## src/rtl/harmonic_sequencer_pkg.sv

```systemverilog
// synth_pkg: shared constants, state encoding and output saturation for the synth datapath
package synth_pkg;
    localparam logic [7:0] DAC_CMD_CH_A = 8'h31;
    localparam int SAMPLE_INTERVAL_DEF = 1500;
    localparam int NUM_HARMONICS_DEF = 20;
    typedef enum logic [2:0] {CLEAR, ISSUE, GAP, DRAIN, SCALE, HOLD} seq_state_e;
    function automatic logic [15:0] sat_u16(input logic signed [31:0] v);
        return (v < 0) ? 16'h0000 : ((v > 32'sd65535) ? 16'hFFFF : v[15:0]);
    endfunction
endpackage

```

## src/rtl/harmonic_sequencer_if.sv

```systemverilog
// harmonic_sequencer_if: sequencer links to sine LUT, scaling accumulator and DAC transmitter
interface harmonic_sequencer_if #(parameter int DIV_BIT = 7);
    logic [7:0] o_harmonic;
    logic o_next_sample;
    logic i_sample_ready;
    logic o_adder_start;
    logic o_adder_clear;
    logic [DIV_BIT-1:0] o_adder_mult;
    logic i_adder_ready;
    logic signed [31:0] i_adder_total;
    logic [23:0] o_dac_data;
    logic o_dac_send;
    modport master (
        output o_harmonic, o_next_sample, o_adder_start, o_adder_clear, o_adder_mult, o_dac_data, o_dac_send,
        input i_sample_ready, i_adder_ready, i_adder_total
    );
    modport slave (
        input o_harmonic, o_next_sample, o_adder_start, o_adder_clear, o_adder_mult, o_dac_data, o_dac_send,
        output i_sample_ready, i_adder_ready, i_adder_total
    );
endinterface

```

## src/rtl/harmonic_sequencer_tick.sv

```systemverilog
// sample_tick_gen: one-cycle tick every SAMPLE_INTERVAL clocks, free-running
module sample_tick_gen
    import synth_pkg::*;
#(
    parameter int SAMPLE_INTERVAL = SAMPLE_INTERVAL_DEF
) (
    input  logic fpga_clock,
    input  logic reset,
    output logic tick_o
);
    localparam int W = $clog2(SAMPLE_INTERVAL);
    logic [W-1:0] count_q;
    assign tick_o = count_q == W'(SAMPLE_INTERVAL - 1);
    always_ff @(posedge fpga_clock)
        count_q <= (reset || tick_o) ? '0 : count_q + 1'b1;
endmodule

```

## src/rtl/harmonic_sequencer.sv

```systemverilog
// harmonic_sequencer: walks the harmonic loop each sample and hands the scaled,
// saturated sum to the DAC on an exact-period tick, flagging missed periods.
module harmonic_sequencer
    import synth_pkg::*;
#(
    parameter int NUM_HARMONICS = NUM_HARMONICS_DEF,
    parameter int DIV_BIT = 7,
    parameter int SAMPLE_INTERVAL = SAMPLE_INTERVAL_DEF,
    parameter logic [DIV_BIT-1:0] MULT_START = DIV_BIT'(127),
    parameter logic signed [31:0] OUTPUT_OFFSET = 32'h31000,
    parameter int OUTPUT_SHIFT = 3
) (
    input  logic fpga_clock,
    input  logic reset,
    input  logic [7:0] i_harmonic_count,
    input  logic [DIV_BIT-1:0] i_mult_step,
    harmonic_sequencer_if.master bus,
    output logic o_overrun,
    output logic o_busy
);
    seq_state_e state_q;
    logic tick, send;
    logic [7:0] harmonic_q, count_q, count_d;
    logic [DIV_BIT-1:0] mult_q, step_q;
    logic signed [31:0] sum_q, scaled;
    logic [15:0] sample_q;
    logic [23:0] dac_q;
    logic next_q, start_q, clear_q, send_q, pending_q, overrun_q;

    sample_tick_gen #(.SAMPLE_INTERVAL(SAMPLE_INTERVAL)) u_tick (
        .fpga_clock(fpga_clock),
        .reset(reset),
        .tick_o(tick)
    );

    assign count_d = (i_harmonic_count > 8'(NUM_HARMONICS)) ? 8'(NUM_HARMONICS) : i_harmonic_count;
    assign scaled = sum_q >>> OUTPUT_SHIFT;
    assign send = (state_q == HOLD) && (tick || pending_q);

    always_ff @(posedge fpga_clock) begin
        if (reset) begin
            state_q <= CLEAR;
            harmonic_q <= '0;
            count_q <= '0;
            step_q <= '0;
            mult_q <= MULT_START;
            sum_q <= '0;
            sample_q <= '0;
            dac_q <= '0;
            next_q <= 1'b0;
            start_q <= 1'b0;
            clear_q <= 1'b0;
            send_q <= 1'b0;
            pending_q <= 1'b0;
            overrun_q <= 1'b0;
        end else begin
            next_q <= 1'b0;
            start_q <= 1'b0;
            clear_q <= 1'b0;
            send_q <= 1'b0;
            // a send consumes any tick arriving in the same cycle
            pending_q <= !send && (tick || pending_q);
            if (tick && pending_q && !send) overrun_q <= 1'b1;
            case (state_q)
                CLEAR: begin
                    clear_q <= 1'b1;
                    harmonic_q <= '0;
                    mult_q <= MULT_START;
                    count_q <= count_d;
                    step_q <= i_mult_step;
                    state_q <= (count_d == '0) ? DRAIN : ISSUE;
                end
                ISSUE: if (bus.i_sample_ready && bus.i_adder_ready) begin
                    start_q <= 1'b1;
                    next_q <= 1'b1;
                    state_q <= GAP;
                end
                // pulses are visible here with the old multiplier; advance afterwards
                GAP: begin
                    harmonic_q <= harmonic_q + 8'd1;
                    mult_q <= (mult_q > step_q) ? mult_q - step_q : mult_q;
                    state_q <= (harmonic_q + 8'd1 == count_q) ? DRAIN : ISSUE;
                end
                DRAIN: if (bus.i_adder_ready) begin
                    sum_q <= bus.i_adder_total + OUTPUT_OFFSET;
                    state_q <= SCALE;
                end
                SCALE: begin
                    sample_q <= sat_u16(scaled);
                    state_q <= HOLD;
                end
                HOLD: if (send) begin
                    dac_q <= {DAC_CMD_CH_A, sample_q};
                    send_q <= 1'b1;
                    state_q <= CLEAR;
                end
                default: state_q <= CLEAR;
            endcase
        end
    end

    assign bus.o_harmonic = harmonic_q;
    assign bus.o_next_sample = next_q;
    assign bus.o_adder_start = start_q;
    assign bus.o_adder_clear = clear_q;
    assign bus.o_adder_mult = mult_q;
    assign bus.o_dac_data = dac_q;
    assign bus.o_dac_send = send_q;
    assign o_overrun = overrun_q;
    assign o_busy = state_q != HOLD;
endmodule
```

## src/flat_wrapper.sv

```systemverilog
// flat-port wrapper written by rule: the top's interface ports become plain ports
module harmonic_sequencer_flat import synth_pkg::*;
#(
    parameter int NUM_HARMONICS = NUM_HARMONICS_DEF,
    parameter int DIV_BIT = 7,
    parameter int SAMPLE_INTERVAL = SAMPLE_INTERVAL_DEF,
    parameter logic [DIV_BIT-1:0] MULT_START = DIV_BIT'(127),
    parameter logic signed [31:0] OUTPUT_OFFSET = 32'h31000,
    parameter int OUTPUT_SHIFT = 3
)
  (fpga_clock, reset, i_harmonic_count, i_mult_step, o_overrun, o_busy, bus_o_harmonic, bus_o_next_sample, bus_o_adder_start, bus_o_adder_clear, bus_o_adder_mult, bus_o_dac_data, bus_o_dac_send, bus_i_sample_ready, bus_i_adder_ready, bus_i_adder_total);
  harmonic_sequencer_if #(.DIV_BIT(DIV_BIT)) bus_i ();
  input  logic fpga_clock;
  input  logic reset;
  input  logic [7:0] i_harmonic_count;
  input  logic [DIV_BIT-1:0] i_mult_step;
  output logic o_overrun;
  output logic o_busy;
  output wire logic [$bits(bus_i.o_harmonic)-1:0] bus_o_harmonic;
  output wire logic [$bits(bus_i.o_next_sample)-1:0] bus_o_next_sample;
  output wire logic [$bits(bus_i.o_adder_start)-1:0] bus_o_adder_start;
  output wire logic [$bits(bus_i.o_adder_clear)-1:0] bus_o_adder_clear;
  output wire logic [$bits(bus_i.o_adder_mult)-1:0] bus_o_adder_mult;
  output wire logic [$bits(bus_i.o_dac_data)-1:0] bus_o_dac_data;
  output wire logic [$bits(bus_i.o_dac_send)-1:0] bus_o_dac_send;
  input wire logic [$bits(bus_i.i_sample_ready)-1:0] bus_i_sample_ready;
  input wire logic [$bits(bus_i.i_adder_ready)-1:0] bus_i_adder_ready;
  input wire logic [$bits(bus_i.i_adder_total)-1:0] bus_i_adder_total;
  assign bus_o_harmonic = bus_i.o_harmonic;
  assign bus_o_next_sample = bus_i.o_next_sample;
  assign bus_o_adder_start = bus_i.o_adder_start;
  assign bus_o_adder_clear = bus_i.o_adder_clear;
  assign bus_o_adder_mult = bus_i.o_adder_mult;
  assign bus_o_dac_data = bus_i.o_dac_data;
  assign bus_o_dac_send = bus_i.o_dac_send;
  assign bus_i.i_sample_ready = bus_i_sample_ready;
  assign bus_i.i_adder_ready = bus_i_adder_ready;
  assign bus_i.i_adder_total = bus_i_adder_total;
  harmonic_sequencer #(.NUM_HARMONICS(NUM_HARMONICS), .DIV_BIT(DIV_BIT), .SAMPLE_INTERVAL(SAMPLE_INTERVAL), .MULT_START(MULT_START), .OUTPUT_OFFSET(OUTPUT_OFFSET), .OUTPUT_SHIFT(OUTPUT_SHIFT)) u_core (.fpga_clock(fpga_clock), .reset(reset), .i_harmonic_count(i_harmonic_count), .i_mult_step(i_mult_step), .bus(bus_i), .o_overrun(o_overrun), .o_busy(o_busy));
endmodule
```

## config.mk

```make
export PLATFORM = sky130hd
export DESIGN_NAME = harmonic_sequencer_flat
export DESIGN_NICKNAME = d
export VERILOG_FILES = /design/src/rtl/harmonic_sequencer_pkg.sv /design/src/rtl/harmonic_sequencer_if.sv /design/src/rtl/harmonic_sequencer_tick.sv /design/src/rtl/harmonic_sequencer.sv /design/src/flat_wrapper.sv
export SDC_FILE = /design/constraint.sdc
export NUM_CORES = 1
export LEC_CHECK = 0
export ABC_CLOCK_PERIOD_IN_PS = 2000
export CORE_MARGIN = 2
export CORE_UTILIZATION = 40
export CTS_CLUSTER_SIZE = 20
export DETAILED_ROUTE_END_ITERATION = 7
export PLACE_DENSITY = 0.66
export SLEW_MARGIN = 5
export SYNTH_ARGS = -nofsm -noshare
export SYNTH_HDL_FRONTEND = slang
export SYNTH_SLANG_ARGS = --single-unit
```

## constraint.sdc

```tcl
create_clock -name fpga_clock -period 2 [get_ports fpga_clock]
set_input_delay 0.3 -clock fpga_clock [delete_from_list [all_inputs] [get_ports fpga_clock]]
set_output_delay 0.3 -clock fpga_clock [all_outputs]
set_load 0.05 [all_outputs]
```

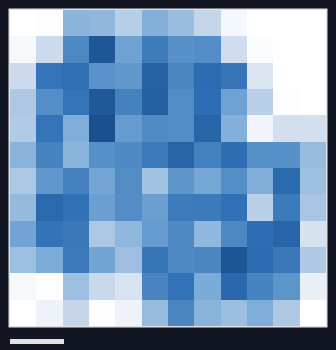
*Local utilization*
Bar = 20 microns. 12 x 12 tiles, from white (low) to dark blue (high), 0 to 100% covered.
emptiest ninth of the die	north-east
fullest tile	87%
mean over tiles	47%
nearly empty tiles	11%
tiles over 75% full	11%
Post-Route Utilization: 0.5341
initial cell density of the core: 0.4108
Placeable Area: 12670 sq um

==> README.md <==
| Item | This run | Unit |
|---|---|---|
| Sequential cell area | 2232 | sq um |
| Post-synthesis xor/xnor area fraction | 0.06731 | - |
| Layout fillers | 1248 | - |
| Site row count | 41 | - |
| Number of post-CTS setup repair buffers | 0 | - |
| Reg power frac | 0.487 | - |
| Combinational gate area | 2726 | sq um |
| Hold Crit Endpoint | u_core.bus.o_harmonic[3] | - |
| Static leakage power | 2.489 | nW |
| Die height | 118.1 | microns |
| Area of all placed cells without fillers | 6768 | sq um |
| Seq area share | 0.3298 | - |
| Net switching power figure | 1.274 | mW |
| Crit path cell chain | ha_4, or4b_4, o31a_4, nor2_8, clkbuf_16, mux2i_1, nor2_1 | - |
| Non-clock buffer instance count of the final layout | 122 | - |
| Outcome | finished, final reports clean | - |
| Post-synthesis cell type count | 56 | - |
| Fraction of area in clock buffers and inverters | 0.04437 | - |
| Share of cells above drive strength 1 | 0.1119 | - |
| Most used logic cell in the final layout | sky130_fd_sc_hd__dfxtp_1 | - |
| Sequential element share of the synthesized area | 0.4269 | - |
| Post-synth top area cell | sky130_fd_sc_hd__dfxtp_1 | - |
| Total count of hold-check failures in the final report | 0 | - |
| Multi-input logic portion of the cell area | 0.4028 | - |
| Type of the worst min-delay path | primary input to register | - |
| Crit path to | u_core.bus.o_dac_data[1] | - |
| Post-synthesis mux area share | 0.03678 | - |
| Via count of the first global-routing pass | 4109 | - |
| Origin of the worst min-delay path | reset | - |
| TritonRoute pass-1 iters | 4 | - |
| Max-area cell class | multi-input combinational cells | - |
| Reported clock group power | 1.79 | mW |
| MI comb cells | 453 | - |
| Leading cell types in the layout, fill and taps excluded | 103 x sky130_fd_sc_hd__dfxtp_1, 87 x sky130_fd_sc_hd__nor2_1, 81 x sky130_fd_sc_hd__clkdlybuf4s50_1 | - |
| Rel. slew slack | 0.6424 | - |
| Leftover overflow at the end of global routing | 0 | - |
| Tapcell count | 172 | - |
| Clk Latency, worst-skew pair | 0.35 | ns |
| Largest register FFs | 29 | - |
| Mapped Avg Cell Area | 8.315 | sq um |
| Placement Setup Slack | -0.1375 | ns |
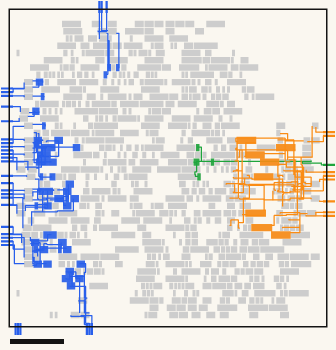
*Nets reached from selected ports*
Bar = 20 microns.
port	color	bits	direction	edge	end cells	buffers	wire
bus_i_adder_ready	green	1	input	east	4	1	67.7 microns
bus_o_harmonic	orange	8	output	east	8	8	586 microns
bus_i_adder_total	blue	32	input	23 west, 6 south, 3 north	47	37	715 microns
number of primary I/O pins: 96
count of input and output buffers: 87

No activity file was given, so power comes from the tool's default toggle rates.
